`src/rtl/store_result_monitor_if.sv`:
```
// ---------------------------------------------------------------------------
// store_result_monitor_if
//   Data-memory port of the core as seen by the store result monitor.
//   master : core side (drives strobes, address, store data; reads status)
//   slave  : monitor side (observes the core, returns registered status)
// Signals
//   MemWriteM    1   store strobe, valid this cycle
//   MemReadM     1   load strobe, valid this cycle
//   ALUResultM   32  load/store byte address
//   WriteDataM   32  store data
//   ReadDataMon  32  registered STATUS read data from the monitor
// ---------------------------------------------------------------------------
interface store_result_monitor_if;
    logic        MemWriteM;
    logic        MemReadM;
    logic [31:0] ALUResultM;
    logic [31:0] WriteDataM;
    logic [31:0] ReadDataMon;

    modport master (
        output MemWriteM,
        output MemReadM,
        output ALUResultM,
        output WriteDataM,
        input  ReadDataMon
    );

    modport slave (
        input  MemWriteM,
        input  MemReadM,
        input  ALUResultM,
        input  WriteDataM,
        output ReadDataMon
    );
endinterface

```
`src/rtl/store_result_monitor.sv`:
```
// ---------------------------------------------------------------------------
// store_result_monitor
//   Watches the core's data-memory store port for the program's self-check
//   store to RESULT_ADDR and judges it against PASS_VALUE. A watchdog ends
//   the run if no result store arrives within TIMEOUT cycles. Status flags
//   are sticky until reset and readable as a word at STATUS_ADDR.
// Ports
//   clk          in   rising-edge clock
//   reset        in   synchronous, active-low reset
//   bus          --   data-memory port (slave modport)
//   done         out  terminal state reached (pass, fail or timeout)
//   pass         out  result store matched PASS_VALUE
//   fail         out  result store mismatched, or timeout
//   timeout      out  watchdog expired before the result store
//   cycles       out  cycles spent running, saturating
//   store_count  out  stores accepted while running, saturating
//   result_data  out  store data captured at the result store
// STATUS word: {28'b0, timeout, fail, pass, done}
// ---------------------------------------------------------------------------
module store_result_monitor #(
    parameter logic [31:0] RESULT_ADDR = 32'd212,
    parameter logic [31:0] PASS_VALUE  = 32'd511,
    parameter int unsigned TIMEOUT     = 500,
    parameter logic [31:0] STATUS_ADDR = 32'd216,
    parameter int unsigned CNT_W       = 16
) (
    input  logic                   clk,
    input  logic                   reset,
    store_result_monitor_if.slave  bus,
    output logic                   done,
    output logic                   pass,
    output logic                   fail,
    output logic                   timeout,
    output logic [CNT_W-1:0]       cycles,
    output logic [CNT_W-1:0]       store_count,
    output logic [31:0]            result_data
);

    typedef enum logic [1:0] {
        ST_RUN  = 2'd0,
        ST_PASS = 2'd1,
        ST_FAIL = 2'd2,
        ST_TMO  = 2'd3
    } state_e;

    // Value of the cycle counter during the last running cycle in which a
    // result store can still be accepted.
    localparam logic [CNT_W-1:0] LAST_CYCLE = CNT_W'(TIMEOUT - 1);

    state_e           state_q, state_d;
    logic [CNT_W-1:0] cycles_q, cycles_d;
    logic [CNT_W-1:0] store_count_q, store_count_d;
    logic [31:0]      result_data_q, result_data_d;
    logic             done_q, done_d;
    logic             pass_q, pass_d;
    logic             fail_q, fail_d;
    logic             timeout_q, timeout_d;
    logic [31:0]      read_data_q, read_data_d;

    logic result_hit;
    logic status_hit;

    assign result_hit = bus.MemWriteM && (bus.ALUResultM == RESULT_ADDR);
    assign status_hit = bus.MemReadM  && (bus.ALUResultM == STATUS_ADDR);

    // NOTE: every signal assigned here gets a default first so no path
    // leaves it unassigned; otherwise synthesis would infer a latch.
    always_comb begin
        state_d       = state_q;
        cycles_d      = cycles_q;
        store_count_d = store_count_q;
        result_data_d = result_data_q;

        // Terminal states fall through with everything frozen.
        if (state_q == ST_RUN) begin
            if (cycles_q != '1) begin
                cycles_d = cycles_q + 1'b1;
            end
            if (bus.MemWriteM && (store_count_q != '1)) begin
                store_count_d = store_count_q + 1'b1;
            end
            // The result store is checked first so it wins over the
            // watchdog in the final allowed cycle.
            if (result_hit) begin
                result_data_d = bus.WriteDataM;
                state_d       = (bus.WriteDataM == PASS_VALUE) ? ST_PASS : ST_FAIL;
            end else if (cycles_q == LAST_CYCLE) begin
                state_d = ST_TMO;
            end
        end

        // Flags are registered from the next state so they appear the cycle
        // after the deciding edge, together with the state itself.
        done_d    = (state_d != ST_RUN);
        pass_d    = (state_d == ST_PASS);
        fail_d    = (state_d == ST_FAIL) || (state_d == ST_TMO);
        timeout_d = (state_d == ST_TMO);

        // Reads return the flags as they stand at the read edge.
        read_data_d = status_hit ? {28'b0, timeout_q, fail_q, pass_q, done_q} : 32'b0;
    end

    // NOTE: state registers use non-blocking assignments so every flop
    // samples its pre-edge inputs regardless of statement order.
    // NOTE: reset is sampled only at the clock edge (synchronous), so it
    // lives inside the clocked branch and overrides any strobe that cycle.
    always_ff @(posedge clk) begin
        if (!reset) begin
            state_q       <= ST_RUN;
            cycles_q      <= '0;
            store_count_q <= '0;
            result_data_q <= '0;
            done_q        <= 1'b0;
            pass_q        <= 1'b0;
            fail_q        <= 1'b0;
            timeout_q     <= 1'b0;
            read_data_q   <= '0;
        end else begin
            state_q       <= state_d;
            cycles_q      <= cycles_d;
            store_count_q <= store_count_d;
            result_data_q <= result_data_d;
            done_q        <= done_d;
            pass_q        <= pass_d;
            fail_q        <= fail_d;
            timeout_q     <= timeout_d;
            read_data_q   <= read_data_d;
        end
    end

    assign bus.ReadDataMon = read_data_q;
    assign done            = done_q;
    assign pass            = pass_q;
    assign fail            = fail_q;
    assign timeout         = timeout_q;
    assign cycles          = cycles_q;
    assign store_count     = store_count_q;
    assign result_data     = result_data_q;

endmodule

```
`src/flat_wrapper.sv`:
```
// flat-port wrapper written by rule: the top's interface ports become plain ports
module store_result_monitor_flat 
#(
    parameter logic [31:0] RESULT_ADDR = 32'd212,
    parameter logic [31:0] PASS_VALUE  = 32'd511,
    parameter int unsigned TIMEOUT     = 500,
    parameter logic [31:0] STATUS_ADDR = 32'd216,
    parameter int unsigned CNT_W       = 16
)
  (clk, reset, done, pass, fail, timeout, cycles, store_count, result_data, bus_MemWriteM, bus_MemReadM, bus_ALUResultM, bus_WriteDataM, bus_ReadDataMon);
  store_result_monitor_if bus_i ();
  input  logic clk;
  input  logic reset;
  output logic done;
  output logic pass;
  output logic fail;
  output logic timeout;
  output logic [CNT_W-1:0] cycles;
  output logic [CNT_W-1:0] store_count;
  output logic [31:0] result_data;
  input wire logic [$bits(bus_i.MemWriteM)-1:0] bus_MemWriteM;
  input wire logic [$bits(bus_i.MemReadM)-1:0] bus_MemReadM;
  input wire logic [$bits(bus_i.ALUResultM)-1:0] bus_ALUResultM;
  input wire logic [$bits(bus_i.WriteDataM)-1:0] bus_WriteDataM;
  output wire logic [$bits(bus_i.ReadDataMon)-1:0] bus_ReadDataMon;
  assign bus_i.MemWriteM = bus_MemWriteM;
  assign bus_i.MemReadM = bus_MemReadM;
  assign bus_i.ALUResultM = bus_ALUResultM;
  assign bus_i.WriteDataM = bus_WriteDataM;
  assign bus_ReadDataMon = bus_i.ReadDataMon;
  store_result_monitor #(.RESULT_ADDR(RESULT_ADDR), .PASS_VALUE(PASS_VALUE), .TIMEOUT(TIMEOUT), .STATUS_ADDR(STATUS_ADDR), .CNT_W(CNT_W)) u_core (.clk(clk), .reset(reset), .bus(bus_i), .done(done), .pass(pass), .fail(fail), .timeout(timeout), .cycles(cycles), .store_count(store_count), .result_data(result_data));
endmodule
```
`config.mk`:
```
export PLATFORM = sky130hd
export DESIGN_NAME = store_result_monitor_flat
export DESIGN_NICKNAME = d
export VERILOG_FILES = /design/src/rtl/store_result_monitor_if.sv /design/src/rtl/store_result_monitor.sv /design/src/flat_wrapper.sv
export SDC_FILE = /design/constraint.sdc
export NUM_CORES = 1
export LEC_CHECK = 0
export CAP_MARGIN = 20
export CORE_MARGIN = 10
export CORE_UTILIZATION = 40
export DETAILED_ROUTE_END_ITERATION = 7
export PLACE_DENSITY = 0.88
export SLEW_MARGIN = 40
export SYNTH_ARGS = -nofsm -noshare
export SYNTH_HDL_FRONTEND = slang
export SYNTH_SLANG_ARGS = --single-unit
```
`constraint.sdc`:
```
create_clock -name clk -period 2.6 [get_ports clk]
set_clock_uncertainty 0.2 [all_clocks]
set_input_delay 0.26 -clock clk [delete_from_list [all_inputs] [get_ports clk]]
set_output_delay 0.26 -clock clk [all_outputs]
set_load 0.005 [all_outputs]
```
Run 1, track usage over the die:
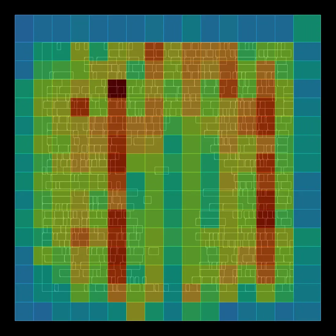
GRT Total Usage: 0.160
busiest grt layer: met2

Run 1, layout detail:
Scale bar: 10 µm. Window x 16 to 41, y 16 to 41 µm. Cells in gray, sequential cells in the stronger gray; small squares are vias.
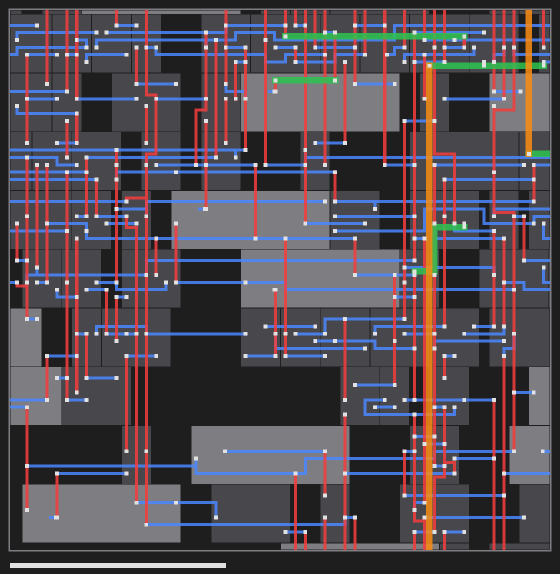
| color | layer |
|---|---|
| blue | met1 |
| orange | met4 |
| green | met3 |
| red | met2 |
sequential cells in the window: 5
cells with their middle in the window: 55
most frequent: xnor2_1 (10), nor3_1 (7), nand2_1 (6)
netlist names of flops here include: `u_core.store_count` (5)

Run 1, register map, names as in the netlist:
Scale bar: 20 µm. Other sequential cells in the stronger gray, the rest of the logic in the fainter gray.
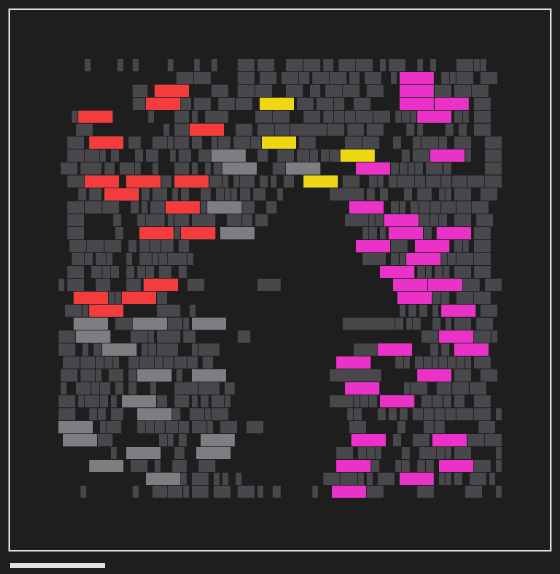
| color | name in the netlist | placed flops |
|---|---|---|
| red | `u_core.cycles` | 16 |
| yellow | `u_core.bus.ReadDataMon` | 4 |
| magenta | `u_core.result_data` | 32 |
Core Util, Final: 0.592
P_seq: 0.00113 W

==> results.yml, run 1 <==
# generated from flow reports
floorplanning:
  tap_cells: 108
  fp.dieW_um: 114
  top_level_ports: 168
  rows: 34
yosys:
  synthTopCellsByArea: "dfxtp_1, nand3_1, buf_4"
  ys_seq_frac: 0.417
  top_cell_area_share: 0.417
  synthTopCellsByCount: "dfxtp_1, nand2_1, nand3_1"
  syn_area_um2: 3500
  yosys.area.top_type: "dfxtp_1"
  flop_cell: "dfxtp_1"
sta:
  holdWs_ns: 0.0429
  setup_viol: 0
  finalMaxSlewViolations: 0
  rsz0062_at_grt: "false"
setup_path:
  crit_start: "u_core.cycles[0]$_SDFFE_PN0P_"
  timing.rr.end: "u_core.cycles[11]$_SDFFE_PN0P_"
  crit_chain: "ha_1, nand3_1, nor4_1, nor2_1, a21bo_2, a21oi_1"
clock_network:
  clk_pin_slew_ns: 0.08
  cts_resized: 0
  hold_buffers: 0
  tritoncts: "yes"
pwr:
  ir_drop_mv: 0.284
  p_per_area_nw_per_um2: 450
layout:
  comb_area_um2: 1830
  final_cells: 675
  final-clk-cell-share: 0.0411
  lay_top_count: "clkdlybuf4s50_1"
flow_run:
  warning_count: 26
  drv_cap: 0
detailed_routing:
  met2_length_um: 5030
placement:
  hpwlAfterDp_um: 8610
  dp.cells: 660
status:
  status: "complete, no violations"
global_routing:
  met1_usage: 0.192
  antenna_found_initial: 0
## run 1: power by group
part / switching, W / leakage, nW / internal, W / total [W]
sequential: 0.00000937 / 0.589 / 0.00112 / 0.00113
combinational: 0.0000879 / 0.998 / 0.000120 / 0.000208
clock: 0.000395 / 0.106 / 0.000561 / 0.000956
## run 1: logic make-up (layout without fill, tap and decap cells)
| group | after synthesis | in the layout | synth area share |
|---|---|---|---|
| buffers and inverters | 49 | 164 | 0.0882 |
| muxes | 1 | 1 | 0.00286 |
| AOI/OAI and AO/OA | 59 | 59 | 0.0954 |
| DFF | 73 | 73 | 0.417 |
| adders and majority gates | 2 | 2 | 0.00714 |
| xor gates and xnor gates | 21 | 21 | 0.0525 |
| and+or+nand+nor | 219 | 219 | 0.336 |
| other | 1 | 28 | 0.00107 |
## Run 2: what changed since run 1
--- a/config.mk
+++ b/config.mk
@@ -9,7 +9,7 @@
 export CORE_MARGIN = 10
 export CORE_UTILIZATION = 40
 export DETAILED_ROUTE_END_ITERATION = 7
-export PLACE_DENSITY = 0.88
+export PLACE_DENSITY = 0.84
 export SLEW_MARGIN = 40
 export SYNTH_ARGS = -nofsm -noshare
 export SYNTH_HDL_FRONTEND = slang
Run 2, gate families picked out:
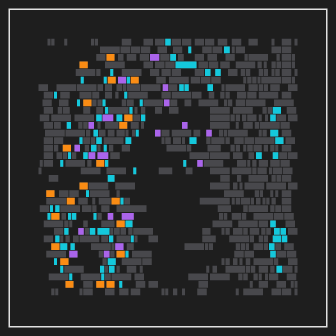
| color | family | cells |
|---|---|---|
| cyan | NOR gates | 80 |
| orange | XOR/XNOR gates | 21 |
| purple | AND and OR gates | 19 |
Final Instance Count excl. Fillers: 676
most frequent logic cell in the layout: clkdlybuf4s50_1
logic share of the area: 0.358

==> run 2 against run 1 <==
Wire length up 2.2%. Critical path depth decreased by 1. Largest cell class unchanged. Largest power group unchanged. First-iteration DRC count fell by 11%. Synthesized area unchanged.
==> results.yml, run 2 <==
# generated from flow reports
status:
  status: "complete, no violations"
detailed_routing:
  met2_length_um: 5360
  drt-initial-drc-count: 176
  drt-total-wl_um: 11300
  met3_length_um: 1170
  wl_per_cell_um: 16.7
  drcViolationCount: 0
  drtPass1Iterations: 6
flow_run:
  warning_count: 26
  drv_cap: 0
layout:
  register_area_um2: 1460
  clockBufferCount: 9
  final_layout_top_logic_cells: "clkdlybuf4s50_1, dfxtp_1, nand2_1"
  num-nonclk-buffers: 148
  antenna_cells: 0
  final_util: 0.593
  final_cell_area_um2: 5120
  comb_area_um2: 1830
  final-clk-cell-share: 0.0428
  fillers: 757
  drive_gt1_frac: 0.0581
  inv_count: 1
clock_network:
  clk_pin_slew_ns: 0.08
  cts_resized: 0
  cts-root-buf: "clkbuf_8"
  hold_buffers: 0
  clk_path_buf_depth: 2
  tritoncts: "yes"
global_routing:
  met2_usage: 0.281
  antenna_found_initial: 0
  grtUsageTotal: 0.168
  grt_pass1_wl_um: 18100
  first_global_vias: 3569
  overflow: 0
  grt_busiest_layer: "met2"
  grt_max_degree: 65
  met1_usage: 0.190
  met3_usage: 0.0677
setup_path:
  worstPathArrival_ns: 2.26
  path_buffers: 0
  cp_num_cells: 5
  worstSetupEndpoint: "u_core.cycles[10]$_SDFFE_PN0P_"
  cp_top_family: "simple AND/OR/NAND/NOR gates"
  timing.rr.end: "u_core.cycles[10]$_SDFFE_PN0P_"
  critPathKind: "reg -> reg"
  crit_chain: "ha_1, nand3_1, or4_4, or3_1, a21oi_1"
  critPathLaunchType: "register"
  critPathMaxFanout: 6
  cp.required_ns: 2.68
  crit_start: "u_core.cycles[1]$_SDFFE_PN0P_"
  reg2regPathDepth: 5
yosys:
  synth_cell_types: 42
  yosys.area.top_type: "dfxtp_1"
  ys_seq_elements: 73
  synthTopCellsByCount: "dfxtp_1, nand2_1, nand3_1"
  flop_cell: "dfxtp_1"
  syn_area_per_cell_um2: 8.24
  top_cell_area_share: 0.417
  syn_area_um2: 3500
  synth_top_cell_by_count: "dfxtp_1"
  ys_seq_frac: 0.417
  synthTopCellsByArea: "dfxtp_1, nand3_1, buf_4"
floorplanning:
  fp.dieW_um: 114
  rows: 34
  tap_cells: 108
  coreArea_um2: 8640
  chip_area_um2: 12900
  top_level_ports: 168
hold_path:
  hp-class: "in -> reg"
  hold_path_end: "u_core.fail$_SDFF_PN0_"
placement:
  numPortBuffers: 139
  hpwlAfterDp_um: 8770
  dpl_worst_slack_ns: 0.166
  gp_congestion: 0.923
  dp.cells: 660
sta:
  setup_viol: 0
  slew_headroom: 0.603
  fmax_mhz: 460
  finalMaxSlewViolations: 0
  rsz0062_at_grt: "false"
  holdWs_ns: 0.0455
  tightest_slew_ns: 0.580
pwr:
  p_leak_nw: 1.70
  p_per_area_nw_per_um2: 454
  design_power_total_w: 0.00232
  ir_drop_mv: 0.224
==> run 2: cell count changes in the layout (fill, tap and decap cells not counted) <==
cell,previous run,this run
clkbuf_1,2,0
clkinv_4,0,2
clkbuf_8,10,9
clkinv_2,1,2
clkinvlp_4,0,1
==> run 2: cell families (layout without fill, tap and decap cells) <==
family                   count (synthesis)  after routing  synth area share
multiplexers                             1              1           0.00286
adder cells (fa/ha/maj)                  2              2           0.00714
flip-flops                              73             73             0.417
XOR/XNOR                                21             21            0.0525
AND-OR/OR-AND                           59             59            0.0954
other                                    1             28           0.00107
AND/OR/NAND/NOR                        219            219             0.336
buffers and inverters                   49            165            0.0882
==> run 2: where the power goes <==
part	internal, W	switching [W]
clock	0.000540	0.000439
combinational	0.000121	0.0000884
sequential	0.00112	0.0000100
total	0.00179	0.000537
Power is estimated from default activity; no workload was simulated.
